## config.mk

```make
export PLATFORM = sky130hd
export DESIGN_NAME = rgbw_frame_spi_master
export DESIGN_NICKNAME = d
export VERILOG_FILES = /design/src/rtl/rgbw_spi_pkg.sv /design/src/rtl/spi_phase_counter.sv /design/src/rtl/rgbw_frame_spi_master.sv
export SDC_FILE = /design/constraint.sdc
export NUM_CORES = 1
export LEC_CHECK = 0
export CORE_MARGIN = 2
export CORE_UTILIZATION = 55
export DETAILED_ROUTE_END_ITERATION = 16
export GPL_TIMING_DRIVEN = 0
export PLACE_DENSITY = 0.93
export SYNTH_ARGS = -nofsm -noshare
export SYNTH_HDL_FRONTEND = slang
export SYNTH_SLANG_ARGS = --single-unit
```

## constraint.sdc

```tcl
create_clock -name clk -period 3.3 [get_ports clk]
set_input_delay 0.66 -clock clk [delete_from_list [all_inputs] [get_ports clk]]
set_output_delay 0.66 -clock clk [all_outputs]
set_load 0.01 [all_outputs]
```

## src/rtl/rgbw_spi_pkg.sv

```systemverilog
// Shared frame layout and FSM encoding for the RGBW lamp SPI link.
package rgbw_spi_pkg;

  localparam int unsigned FRAME_BYTES = 7;
  localparam int unsigned FRAME_BITS  = FRAME_BYTES * 8;

  // Byte positions on the wire; the lamp's data dispenser uses the same map.
  localparam logic [2:0] IDX_LINT      = 3'd0;
  localparam logic [2:0] IDX_RED       = 3'd1;
  localparam logic [2:0] IDX_GREEN     = 3'd2;
  localparam logic [2:0] IDX_BLUE      = 3'd3;
  localparam logic [2:0] IDX_WHITE     = 3'd4;
  localparam logic [2:0] IDX_COLOR_IDX = 3'd5;
  localparam logic [2:0] IDX_MODE      = 3'd6;

  typedef enum logic [2:0] {
    IDLE  = 3'd0,
    SETUP = 3'd1,
    LOW   = 3'd2,
    HIGH  = 3'd3,
    HOLD  = 3'd4
  } state_e;

endpackage

```

## src/rtl/spi_phase_counter.sv

```systemverilog
// Loadable down-counter; o_tc flags the last cycle of a timed phase.
module spi_phase_counter #(
  parameter int unsigned WIDTH = 8
) (
  input  logic             i_clk,
  input  logic             i_reset,
  input  logic             i_load,
  input  logic [WIDTH-1:0] i_load_val,
  output logic             o_tc
);

  logic [WIDTH-1:0] r_count;

  always_ff @(posedge i_clk) begin
    if (i_reset) begin
      r_count <= '0;
    end else if (i_load) begin
      r_count <= i_load_val;
    end else if (r_count != '0) begin
      r_count <= r_count - 1'b1;
    end
  end

  assign o_tc = (r_count == '0);

endmodule

```

## src/rtl/rgbw_frame_spi_master.sv

```systemverilog
// SPI mode-0 master sending one 7-byte RGBW frame, MSB first, per accepted start.
module rgbw_frame_spi_master
  import rgbw_spi_pkg::*;
#(
  parameter int unsigned SCK_DIV  = 4,
  parameter int unsigned CS_SETUP = 4,
  parameter int unsigned CS_HOLD  = 4
) (
  input  logic       clk,
  input  logic       reset,
  input  logic       start,
  input  logic [7:0] lint,
  input  logic [7:0] red,
  input  logic [7:0] green,
  input  logic [7:0] blue,
  input  logic [7:0] white,
  input  logic [7:0] color_idx,
  input  logic [7:0] mode,
  output logic       busy,
  output logic       done,
  output logic [2:0] byte_idx,
  output logic       sck,
  output logic       cs,
  output logic       mosi
);

  // Phases last N cycles by loading N-1 on entry and leaving on terminal count.
  localparam logic [7:0] L_SETUP = 8'(CS_SETUP - 1);
  localparam logic [7:0] L_DIV   = 8'(SCK_DIV - 1);
  localparam logic [7:0] L_HOLD  = 8'(CS_HOLD - 1);

  state_e                r_state;
  logic [FRAME_BITS-1:0] r_shift;
  logic [5:0]            r_bit_cnt;
  logic                  r_sck;
  logic                  r_cs;
  logic                  r_busy;
  logic                  r_done;

  logic                  w_load;
  logic [7:0]            w_load_val;
  logic                  w_tc;
  logic                  w_last_bit;

  assign w_last_bit = (r_bit_cnt == 6'(FRAME_BITS - 1));

  spi_phase_counter #(
    .WIDTH(8)
  ) u_phase (
    .i_clk      (clk),
    .i_reset    (reset),
    .i_load     (w_load),
    .i_load_val (w_load_val),
    .o_tc       (w_tc)
  );

  always_comb begin
    w_load     = 1'b0;
    w_load_val = '0;
    case (r_state)
      IDLE: begin
        if (start) begin
          w_load     = 1'b1;
          w_load_val = L_SETUP;
        end
      end
      SETUP, LOW: begin
        if (w_tc) begin
          w_load     = 1'b1;
          w_load_val = L_DIV;
        end
      end
      HIGH: begin
        if (w_tc) begin
          w_load     = 1'b1;
          w_load_val = w_last_bit ? L_HOLD : L_DIV;
        end
      end
      default: ;
    endcase
  end

  // mosi is the shift register MSB; clearing the register holds mosi at 0 in IDLE.
  always_ff @(posedge clk) begin
    if (reset) begin
      r_state   <= IDLE;
      r_shift   <= '0;
      r_bit_cnt <= '0;
      r_sck     <= 1'b0;
      r_cs      <= 1'b1;
      r_busy    <= 1'b0;
      r_done    <= 1'b0;
    end else begin
      r_done <= 1'b0;
      unique case (r_state)
        IDLE: begin
          if (start) begin
            r_shift   <= {lint, red, green, blue, white, color_idx, mode};
            r_bit_cnt <= '0;
            r_cs      <= 1'b0;
            r_busy    <= 1'b1;
            r_state   <= SETUP;
          end
        end
        SETUP: begin
          if (w_tc) r_state <= LOW;
        end
        LOW: begin
          if (w_tc) begin
            r_sck   <= 1'b1;
            r_state <= HIGH;
          end
        end
        HIGH: begin
          if (w_tc) begin
            r_sck <= 1'b0;
            if (!w_last_bit) begin
              r_shift   <= {r_shift[FRAME_BITS-2:0], 1'b0};
              r_bit_cnt <= r_bit_cnt + 1'b1;
              r_state   <= LOW;
            end else begin
              r_state <= HOLD;
            end
          end
        end
        HOLD: begin
          if (w_tc) begin
            r_cs      <= 1'b1;
            r_busy    <= 1'b0;
            r_done    <= 1'b1;
            r_shift   <= '0;
            r_bit_cnt <= '0;
            r_state   <= IDLE;
          end
        end
        default: r_state <= IDLE;
      endcase
    end
  end

  assign sck      = r_sck;
  assign cs       = r_cs;
  assign mosi     = r_shift[FRAME_BITS-1];
  assign busy     = r_busy;
  assign done     = r_done;
  assign byte_idx = r_bit_cnt[5:3];

endmodule

```

Run 1, drive-strength map:
Scale: 3 px per µm.
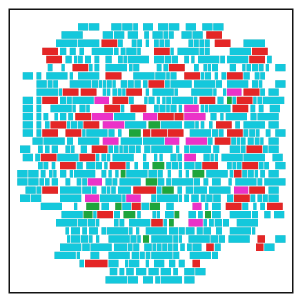
x1 and smaller: in cyan, cells 491, most used dfxtp_1. x3 and x4: in red, cells 61, most used mux2_4. x6 and larger: in magenta, cells 17, most used clkbuf_8. x2: in green, cells 17, most used mux2_2.

Run 1, cell classes on the final placement:
Scale: 4 px per µm.
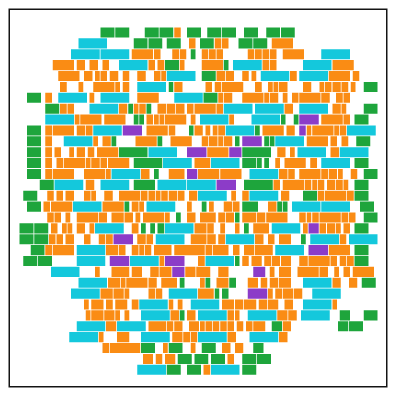
remaining buffers and delay cells: in green, cells 112. clock drivers and dummy loads: in purple, cells 16. registers: in cyan, cells 77. remaining logic cells: in orange, cells 381.
cell area after layout: 5420 µm²
Seq area share: 28.4%
row cnt: 32
Core Box Area: 7810 µm²
fin util: 69.4%

==> qor.yml, run 1 <==
synthesis:
  synth_top_cell_by_area: "dfxtp_1"
  topCellsByArea: "dfxtp_1 35%, mux2_4 17%, nor2b_1 7.9%"
  synthTopLogicFamily: "simple AND/OR/NAND/NOR gates"
  ys_sh_xor_pct: 1.18
  ys_ff: 77
power_and_ir_drop:
  top_power_group: "combinational logic"
  p_per_area_nw_per_um2: 642
  sw_frac_of_total_pct: 35.7
final_layout:
  buffer_area_share_pct: 17.2
  lay_top_count: "dfxtp_1"
  drive_gt1_share_pct: 16.2
critical_path:
  slowest_stage: "nor3b_2"
  setup.worst_path.end_class: "register"
  r2r_start: "u_phase.r_count[1]"
  reg2reg_to: "r_shift[52]"
  crit_start: "u_phase.r_count[1]"
  r2r_cells: 8
drt:
  wl_met2_um: 5390
  viasPerCell: 5.77
  dr_total_vias: 3973
  drc: 0
  wl_per_cell_um: 15.9
  ant_nets: 0
placement:
  hpwlAfterDp_um: 7650
  pre_cts_slack_ps: 738
  placed_cells: 672
  placed_area_um2: 5240
job:
  maxCapViolCount: 0
  warnings: 27
run_status:
  status: "finished clean"
min_path:
  hold_class: "register to register"
  min_to: "busy"
timing:
  hold_violations: 0
cts:
  cts_sinks: 77
  path_clk_slew_ps: 80
die:
  taps: 102
Run 1, clock wiring as the flow saved it:
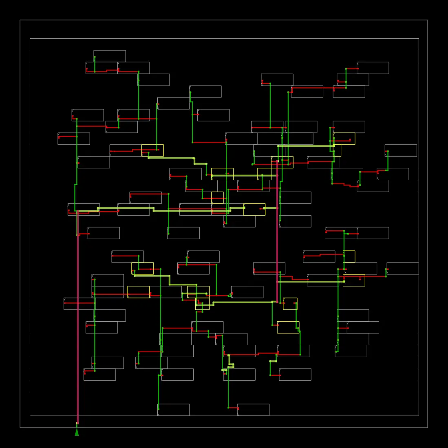
total CTS buffers: 9
CLK BUF: 10
Clk. pwr: 676 µW

Run 1, routed metal per tile:
Scale: 4 px per µm. 19 x 19 tiles, from dark purple (low) to yellow (high), scaled to the fullest tile. Values are wire area over tile area, all layers added.
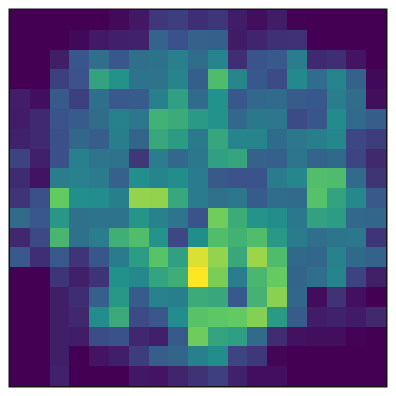
The mean over all tiles is 0.20. 14% of the tiles are nearly empty. 18% of the tiles are over half the peak. The densest ninth of the die: center. The fullest tile reaches 0.67.

## run 1: critical path, delay by kind of cell (launching register included)
kind,cells,cell delay (ps)
AND-OR/OR-AND,2,440
adder cells (fa/ha/maj),1,190
buffers and inverters,3,430
flip-flops,1,340
multiplexers,1,300
AND/OR/NAND/NOR,1,510
## run 1: kinds of logic (layout without fill, tap and decap cells)
kind of cell               after synthesis  in the layout
AOI/OAI and AO/OA                       88             88
muxes                                   58             58
adders and majority gates                3              3
buffers and inverters                   50            131
xor gates and xnor gates                 6              6
DFF                                     77             77
and+or+nand+nor                        223            223
## run 1: flip-flops by register name, indices dropped and copies added, names as in the netlist
| signal | flops |
|---|---|
| r_state | 3 |
| cs | 1 |
| r_shift | 56 |
| done | 1 |
| r_bit_cnt | 6 |
| u_phase.r_count | 8 |
| sck | 1 |
| busy | 1 |
==> inputs of run 2 (changes only) <==
Settings changed: CORE_UTILIZATION 55 to 49, PLACE_DENSITY 0.93 to 0.88.
Clock period 3.3 ns to 2 ns, I/O delays scaled along.
Run 2, cell classes on the final placement:
Scale: 4 px per µm.
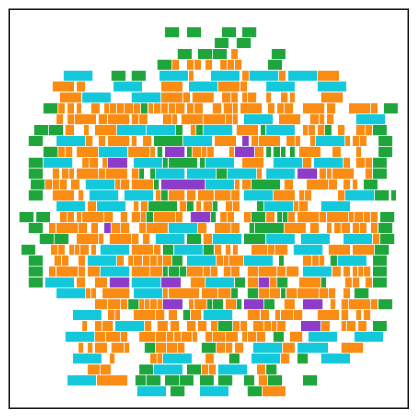
registers: in cyan, cells 77. remaining buffers and delay cells: in green, cells 125. remaining logic cells: in orange, cells 381. clock drivers and dummy loads: in purple, cells 15.

Run 2, drive-strength map:
Scale: 3 px per µm.
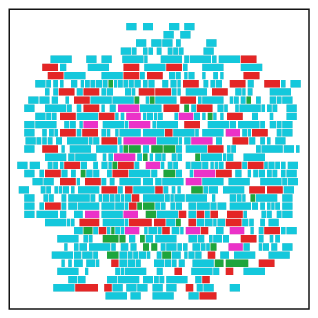
x3 and x4: in red, cells 74, most used mux2_4. x2: in green, cells 33. x6 and larger: in magenta, cells 18, most used clkbuf_8. x1 and smaller: in cyan, cells 473, most used dfxtp_1.

==> qor.yml, run 2 <==
critical_path:
  setup.worst_path.end_class: "register"
  worst-path-buf-inv: 2
  slowest_stage: "dfxtp_1"
  reg2reg_to: "r_shift[9]"
  cpLargestDelayFamily: "AND-OR/OR-AND gates"
  r2r_cells: 7
  crit_start: "r_bit_cnt[0]"
  cp.depth: 7
  r2r_start: "r_bit_cnt[0]"
cts:
  cts_made_buffers: 9
  path_clk_slew_ps: 80
  cts_sinks: 77
  cts_tree: "done"
  ctsHoldBuffers: 0
job:
  warnings: 27
  maxCapViolCount: 0
final_layout:
  largest_register: "r_shift"
  num-nets-final: 656
  n_clock_buffer: 11
  drive_gt1_share_pct: 20.9
  reg_top3: "r_shift: 56 flops, u_phase.r_count: 8 flops, r_bit_cnt: 6 flops"
  final_util_pct: 63.9
  logic_area_um2: 2660
  seq_share_pct: 27.6
  buffer_area_share_pct: 18.8
power_and_ir_drop:
  sw_frac_of_total_pct: 33.5
  powerClk_mw: 1.21
  top_power_group: "combinational logic"
  p_per_area_nw_per_um2: 1090
drt:
  drc: 0
  ant_nets: 0
  wl_met2_um: 5250
  viasPerCell: 5.54
  top_layer: "met4"
timing:
  hold_violations: 0
placement:
  pre_cts_slack_ps: -223
  routabilityCongestion: 0.830
  hpwlAfterDp_um: 7090
die:
  taps: 108
  fp.coreArea_um2: 8760
  std_cell_rows: 34
  die_h_um: 99.4
  die_x_um: 99.4
run_status:
  status: "finished clean"
synthesis:
  synth_top_cell_by_area: "dfxtp_1"
  topCellsByArea: "dfxtp_1 35%, mux2_4 17%, nor2b_1 7.9%"
  ys_ff: 77
min_path:
  hold_class: "register to register"
  min_to: "sck"
Run 2, routed metal per tile:
Scale: 4 px per µm. 20 x 20 tiles, from dark purple (low) to yellow (high), scaled to the fullest tile. Values are wire area over tile area, all layers added.
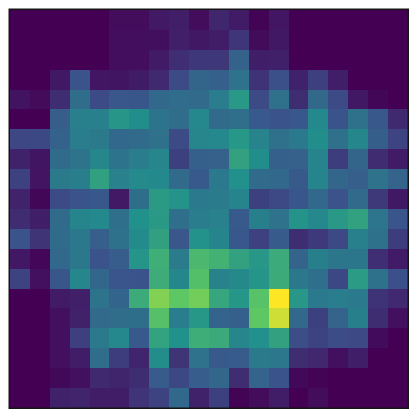
drt total wl: 10800 µm
GRT Total Usage: 21.7%
DR vias: 3912
wire length per cell: 15.3 µm

## run 2: cell types whose count changed in the layout (fill, tap and decap cells not counted), sizes merged
cell,previous run,this run
clkinv,3,2
bufinv,0,1
clkbuf,38,42
clkinvlp,2,1
inv,4,3
buf,19,29
## run 2: cell families (layout without fill, tap and decap cells)
group	Yosys count	in the layout	share of synthesized area, %
AND/OR/NAND/NOR	223	223	26.7
XOR/XNOR	6	6	1.18
buffers and inverters	50	143	6.51
AND-OR/OR-AND	88	88	11.4
adder cells (fa/ha/maj)	3	3	0.842
flip-flops	77	77	34.6
multiplexers	58	58	18.8
## run 2: stage by stage
step,instances,hold slack [ps],area [µm²]
after floorplan,505,450,4460
after global placement,678,464,5240
after detailed placement,678,473,5240
after CTS,700,490,5520
after global routing,706,521,5600
final,706,488,5600
Power figures rest on the tool's default switching activity, not on a simulated workload.
